==> src/rtl/ifetch_master_pkg.sv <==
// Shared definitions for the instruction-fetch bus master: bus encodings,
// FSM states and the overflow-free address range check.
package ifetch_master_pkg;

  localparam int ADDR_W     = 17;
  localparam int BUS_DATA_W = 17;
  // Three spare bits so addr + len and start + size can never wrap.
  localparam int CHK_W      = ADDR_W + 3;

  localparam logic [1:0] HTRANS_IDLE   = 2'b00;
  localparam logic [1:0] HTRANS_NONSEQ = 2'b10;
  localparam logic [1:0] HTRANS_SEQ    = 2'b11;

  typedef enum logic [2:0] {
    ST_IDLE,
    ST_ERR,
    ST_ADDR,
    ST_DRAIN,
    ST_WR
  } state_t;

  function automatic logic in_range(input logic [CHK_W-1:0] addr,
                                    input logic [CHK_W-1:0] len,
                                    input logic [CHK_W-1:0] start,
                                    input logic [CHK_W-1:0] size);
    return (addr >= start) && (addr + len <= start + size);
  endfunction

endpackage

==> src/rtl/ifetch_master_if.sv <==
// Request/response port plus byte-wide memory bus of the fetch master.
// "master" is the view of ifetch_master, "slave" the view of core + memory.
interface ifetch_master_if #(
  parameter int ADDR_W      = 17,
  parameter int INSTR_BYTES = 2
) ();
  import ifetch_master_pkg::*;

  logic                     req_valid;
  logic                     req_ready;
  logic                     req_write;
  logic [ADDR_W-1:0]        req_addr;
  logic [7:0]               req_wdata;

  logic                     rsp_valid;
  logic [8*INSTR_BYTES-1:0] rsp_data;
  logic                     rsp_err;

  logic [ADDR_W-1:0]        HADDR;
  logic [1:0]               HTRANS;
  logic [BUS_DATA_W-1:0]    HWDATA;
  logic                     HWRITE;
  logic [BUS_DATA_W-1:0]    HRDATA;

  modport master (
    input  req_valid, req_write, req_addr, req_wdata, HRDATA,
    output req_ready, rsp_valid, rsp_data, rsp_err,
           HADDR, HTRANS, HWDATA, HWRITE
  );

  modport slave (
    output req_valid, req_write, req_addr, req_wdata, HRDATA,
    input  req_ready, rsp_valid, rsp_data, rsp_err,
           HADDR, HTRANS, HWDATA, HWRITE
  );

endinterface

==> src/rtl/ifetch_master.sv <==
// Fetches INSTR_BYTES little-endian bytes or writes one byte through a
// byte-wide memory with one-cycle registered read latency.
module ifetch_master #(
  parameter int ADDR_W      = 17,
  parameter int INSTR_BYTES = 2,
  parameter int MEM_START   = 0,
  parameter int MEM_SIZE    = 256
) (
  input  logic            HCLK,
  input  logic            HRESET,
  ifetch_master_if.master bus
);
  import ifetch_master_pkg::*;

  localparam int DATA_W = 8 * INSTR_BYTES;
  localparam int BEAT_W = (INSTR_BYTES > 1) ? $clog2(INSTR_BYTES) : 1;
  localparam logic [BEAT_W-1:0] LAST_BEAT = BEAT_W'(INSTR_BYTES - 1);
  localparam logic [CHK_W-1:0]  START_C   = CHK_W'(MEM_START);
  localparam logic [CHK_W-1:0]  SIZE_C    = CHK_W'(MEM_SIZE);

  state_t                state_q, state_d;
  logic [BEAT_W-1:0]     beat_q, beat_d;
  logic [DATA_W-1:0]     shift_q, shift_d;
  logic [ADDR_W-1:0]     haddr_q, haddr_d;
  logic [1:0]            htrans_q, htrans_d;
  logic                  hwrite_q, hwrite_d;
  logic [BUS_DATA_W-1:0] hwdata_q, hwdata_d;
  logic                  ready_q, ready_d;
  logic                  rsp_valid_q, rsp_valid_d;
  logic [DATA_W-1:0]     rsp_data_q, rsp_data_d;
  logic                  rsp_err_q, rsp_err_d;

  logic                  accept;
  logic                  legal;
  logic [DATA_W+7:0]     shift_in;
  logic [DATA_W-1:0]     captured;

  assign accept   = bus.req_valid && ready_q;
  assign legal    = in_range(CHK_W'(bus.req_addr),
                             bus.req_write ? CHK_W'(1) : CHK_W'(INSTR_BYTES),
                             START_C, SIZE_C);
  // New byte enters at the top; after INSTR_BYTES shifts byte A sits in [7:0].
  assign shift_in = {bus.HRDATA[7:0], shift_q};
  assign captured = shift_in[DATA_W+7:8];

  always_comb begin
    // NOTE: every target gets a default first so no path can infer a latch.
    state_d     = state_q;
    beat_d      = beat_q;
    shift_d     = shift_q;
    haddr_d     = haddr_q;
    htrans_d    = HTRANS_IDLE;
    hwrite_d    = 1'b0;
    hwdata_d    = hwdata_q;
    rsp_valid_d = 1'b0;
    rsp_data_d  = rsp_data_q;
    rsp_err_d   = rsp_err_q;

    case (state_q)
      ST_IDLE: begin
        if (accept) begin
          if (!legal) begin
            state_d     = ST_ERR;
            rsp_valid_d = 1'b1;
            rsp_err_d   = 1'b1;
            rsp_data_d  = '0;
          end else if (bus.req_write) begin
            state_d  = ST_WR;
            haddr_d  = bus.req_addr;
            htrans_d = HTRANS_NONSEQ;
            hwrite_d = 1'b1;
            hwdata_d = {9'b0, bus.req_wdata};
          end else begin
            state_d  = ST_ADDR;
            haddr_d  = bus.req_addr;
            htrans_d = HTRANS_NONSEQ;
            beat_d   = '0;
          end
        end
      end
      ST_ERR: state_d = ST_IDLE;
      ST_ADDR: begin
        // Read data trails its address phase by one cycle.
        if (beat_q != '0) shift_d = captured;
        if (beat_q == LAST_BEAT) begin
          state_d = ST_DRAIN;
        end else begin
          haddr_d  = haddr_q + 1'b1;
          htrans_d = HTRANS_SEQ;
          beat_d   = beat_q + 1'b1;
        end
      end
      ST_DRAIN: begin
        state_d     = ST_IDLE;
        shift_d     = captured;
        rsp_valid_d = 1'b1;
        rsp_err_d   = 1'b0;
        rsp_data_d  = captured;
      end
      ST_WR: begin
        state_d     = ST_IDLE;
        rsp_valid_d = 1'b1;
        rsp_err_d   = 1'b0;
        rsp_data_d  = '0;
      end
      default: state_d = ST_IDLE;
    endcase

    ready_d = (state_d == ST_IDLE);
  end

  // NOTE: sequential state uses non-blocking assignments so every register
  // samples the pre-edge values regardless of statement order.
  always_ff @(posedge HCLK or posedge HRESET) begin
    if (HRESET) state_q <= ST_IDLE;
    else        state_q <= state_d;
  end

  always_ff @(posedge HCLK or posedge HRESET) begin
    if (HRESET) begin
      beat_q      <= '0;
      shift_q     <= '0;
      haddr_q     <= '0;
      htrans_q    <= HTRANS_IDLE;
      hwrite_q    <= 1'b0;
      hwdata_q    <= '0;
      ready_q     <= 1'b0;
      rsp_valid_q <= 1'b0;
      rsp_data_q  <= '0;
      rsp_err_q   <= 1'b0;
    end else begin
      beat_q      <= beat_d;
      shift_q     <= shift_d;
      haddr_q     <= haddr_d;
      htrans_q    <= htrans_d;
      hwrite_q    <= hwrite_d;
      hwdata_q    <= hwdata_d;
      ready_q     <= ready_d;
      rsp_valid_q <= rsp_valid_d;
      rsp_data_q  <= rsp_data_d;
      rsp_err_q   <= rsp_err_d;
    end
  end

  assign bus.req_ready = ready_q;
  assign bus.rsp_valid = rsp_valid_q;
  assign bus.rsp_data  = rsp_data_q;
  assign bus.rsp_err   = rsp_err_q;
  assign bus.HADDR     = haddr_q;
  assign bus.HTRANS    = htrans_q;
  assign bus.HWRITE    = hwrite_q;
  assign bus.HWDATA    = hwdata_q;

endmodule

==> src/flat_wrapper.sv <==
// flat-port wrapper written by rule: the top's interface ports become plain ports
module ifetch_master_flat import ifetch_master_pkg::*;
#(
  parameter int ADDR_W      = 17,
  parameter int INSTR_BYTES = 2,
  parameter int MEM_START   = 0,
  parameter int MEM_SIZE    = 256
)
  (HCLK, HRESET, bus_req_valid, bus_req_write, bus_req_addr, bus_req_wdata, bus_HRDATA, bus_req_ready, bus_rsp_valid, bus_rsp_data, bus_rsp_err, bus_HADDR, bus_HTRANS, bus_HWDATA, bus_HWRITE);
  ifetch_master_if #(.ADDR_W(ADDR_W), .INSTR_BYTES(INSTR_BYTES)) bus_i ();
  input  logic HCLK;
  input  logic HRESET;
  input wire logic [$bits(bus_i.req_valid)-1:0] bus_req_valid;
  input wire logic [$bits(bus_i.req_write)-1:0] bus_req_write;
  input wire logic [$bits(bus_i.req_addr)-1:0] bus_req_addr;
  input wire logic [$bits(bus_i.req_wdata)-1:0] bus_req_wdata;
  input wire logic [$bits(bus_i.HRDATA)-1:0] bus_HRDATA;
  output wire logic [$bits(bus_i.req_ready)-1:0] bus_req_ready;
  output wire logic [$bits(bus_i.rsp_valid)-1:0] bus_rsp_valid;
  output wire logic [$bits(bus_i.rsp_data)-1:0] bus_rsp_data;
  output wire logic [$bits(bus_i.rsp_err)-1:0] bus_rsp_err;
  output wire logic [$bits(bus_i.HADDR)-1:0] bus_HADDR;
  output wire logic [$bits(bus_i.HTRANS)-1:0] bus_HTRANS;
  output wire logic [$bits(bus_i.HWDATA)-1:0] bus_HWDATA;
  output wire logic [$bits(bus_i.HWRITE)-1:0] bus_HWRITE;
  assign bus_i.req_valid = bus_req_valid;
  assign bus_i.req_write = bus_req_write;
  assign bus_i.req_addr = bus_req_addr;
  assign bus_i.req_wdata = bus_req_wdata;
  assign bus_i.HRDATA = bus_HRDATA;
  assign bus_req_ready = bus_i.req_ready;
  assign bus_rsp_valid = bus_i.rsp_valid;
  assign bus_rsp_data = bus_i.rsp_data;
  assign bus_rsp_err = bus_i.rsp_err;
  assign bus_HADDR = bus_i.HADDR;
  assign bus_HTRANS = bus_i.HTRANS;
  assign bus_HWDATA = bus_i.HWDATA;
  assign bus_HWRITE = bus_i.HWRITE;
  ifetch_master #(.ADDR_W(ADDR_W), .INSTR_BYTES(INSTR_BYTES), .MEM_START(MEM_START), .MEM_SIZE(MEM_SIZE)) u_core (.HCLK(HCLK), .HRESET(HRESET), .bus(bus_i));
endmodule
==> config.mk <==
export PLATFORM = sky130hd
export DESIGN_NAME = ifetch_master_flat
export DESIGN_NICKNAME = d
export VERILOG_FILES = /design/src/rtl/ifetch_master_pkg.sv /design/src/rtl/ifetch_master_if.sv /design/src/rtl/ifetch_master.sv /design/src/flat_wrapper.sv
export SDC_FILE = /design/constraint.sdc
export NUM_CORES = 1
export LEC_CHECK = 0
export CAP_MARGIN = 10
export CORE_AREA = 2 2 104 106
export DETAILED_ROUTE_END_ITERATION = 12
export DIE_AREA = 0 0 106 108
export HOLD_SLACK_MARGIN = 0.15
export PLACE_DENSITY = 0.61
export SETUP_SLACK_MARGIN = 0.5
export SYNTH_ARGS = -nofsm -noshare
export SYNTH_HDL_FRONTEND = slang
export SYNTH_SLANG_ARGS = --single-unit
==> constraint.sdc <==
create_clock -name HCLK -period 2.3 [get_ports HCLK]
set_input_delay 0.575 -clock HCLK [delete_from_list [all_inputs] [get_ports HCLK]]
set_output_delay 0.575 -clock HCLK [all_outputs]
set_load 0.02 [all_outputs]
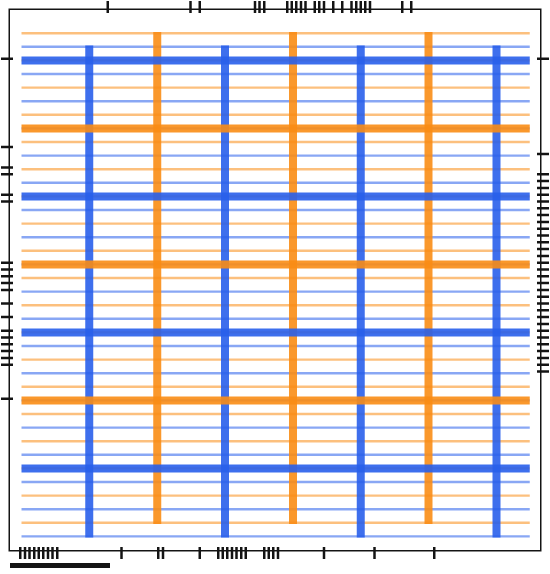
(images/floorplan.png)
Bar = 20 µm. Pins as bars on the die edge.
net	colour
VSS	blue
VDD	orange
met4 straps	7
signal pins	102
met1 rails	38
rows	37
met5 straps	7
vertical die size: 108 µm
VDD IR max: 292 µV
core box area: 0.0102 mm²
chip width: 106 µm

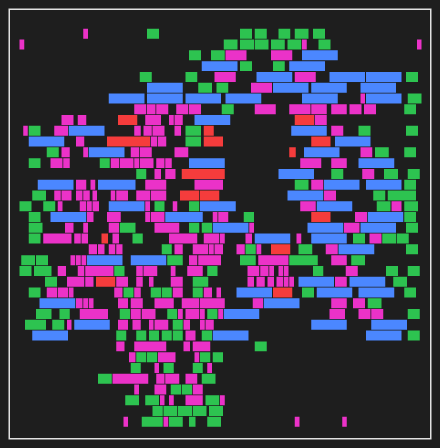
(images/class_map.png)
class	colour	cells	share of their area
remaining logic cells	magenta	208	36%
remaining buffers and delay cells	green	130	26%
clock drivers and dummy loads	red	15	4.8%
registers	blue	59	33%
Seq/total area: 0.318
site row count: 37
final core occ: 0.455
Finished Cell Area: 0.00465 mm²

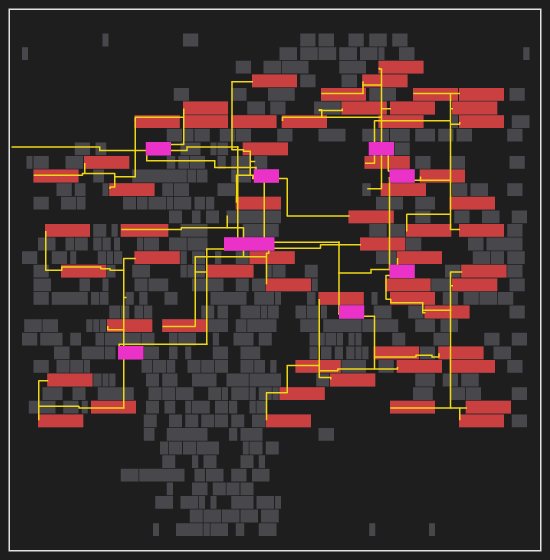
(images/clock_wires.png)
[clock-net drivers] magenta | count: 9
[clock wires] yellow | length: 865 µm
[flip-flops] red | count: 59
routed clock nets	10

==> run notes <==
fresh numbers from the pnr run: Layout Skew around 0.0067 ns, Worst path top cell family by delay simple AND/OR/NAND/NOR gates, Non-Clock Inverter Count 11, Area leader share 0.491, final worst slack -0.496 ns, synthesis area per yosys approximately 0.003 mm², WHS about 0.48 ns, Nets ~460, max-slew violations 0, Yosys Instances around 280, Hold Path Cell Cnt 1, clk slew on worst S/H paths roughly 0.070 ns, first-pass iteration count of the detailed router 4, first-pass GRT wire length ~13000 µm, Signal buf overhead 0.255, slew at the pin closest to its max-slew limit approximately 1.1 ns, Yosys cell types roughly 54, sequential cell count 59, Top cell excl fill/tap dfrtp_1, sw frac 0.246, Reg2Reg Setup Slack about 0.36 ns, dpl hpwl approximately 5700 µm, Final setup violation count 49, post-synth top area cell dfrtp_1, Reg2Reg Launch Point u_core.bus.HADDR[1]$_DFFE_PP0P_, largest net degree at the start of global routing around 60, net switching power 612 µW, critical path class input pin to register, post-cts resize count ~88, Worst setup endpoint u_core.beat_q$_DFFE_PP0P_, Reg area around 0.0015 mm², TritonCTS clock tree yes, final worst-path cycle share 1.22, tool warning count 38, Top FF cell, synth dfrtp_1, status complete, but fails checks, max reg flops 17, failing checks negative setup slack, CP Capture Type register
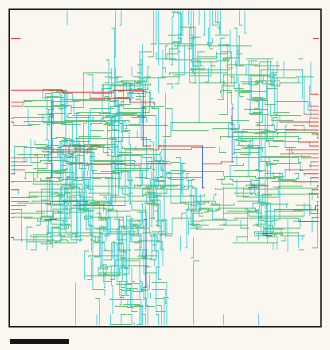
(images/layers.png)
Bar = 20 µm.
layer	colour	wire length
M2	cyan	3770 µm
M1	green	3720 µm
M4	blue	101 µm
M3	red	449 µm
Wirelength per Cell: 14.7 µm
Total GRT Usage: 0.148
DR vias: 2684

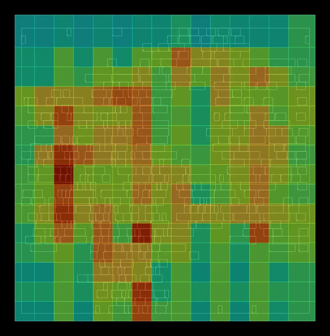
(images/congestion_map.png)
met3 Track Usage GR: 0.0452
met2 Resource Use GR: 0.236
met1 usage: 0.193
GRT busiest layer: met2

Power and IR drop assume default switching activity.
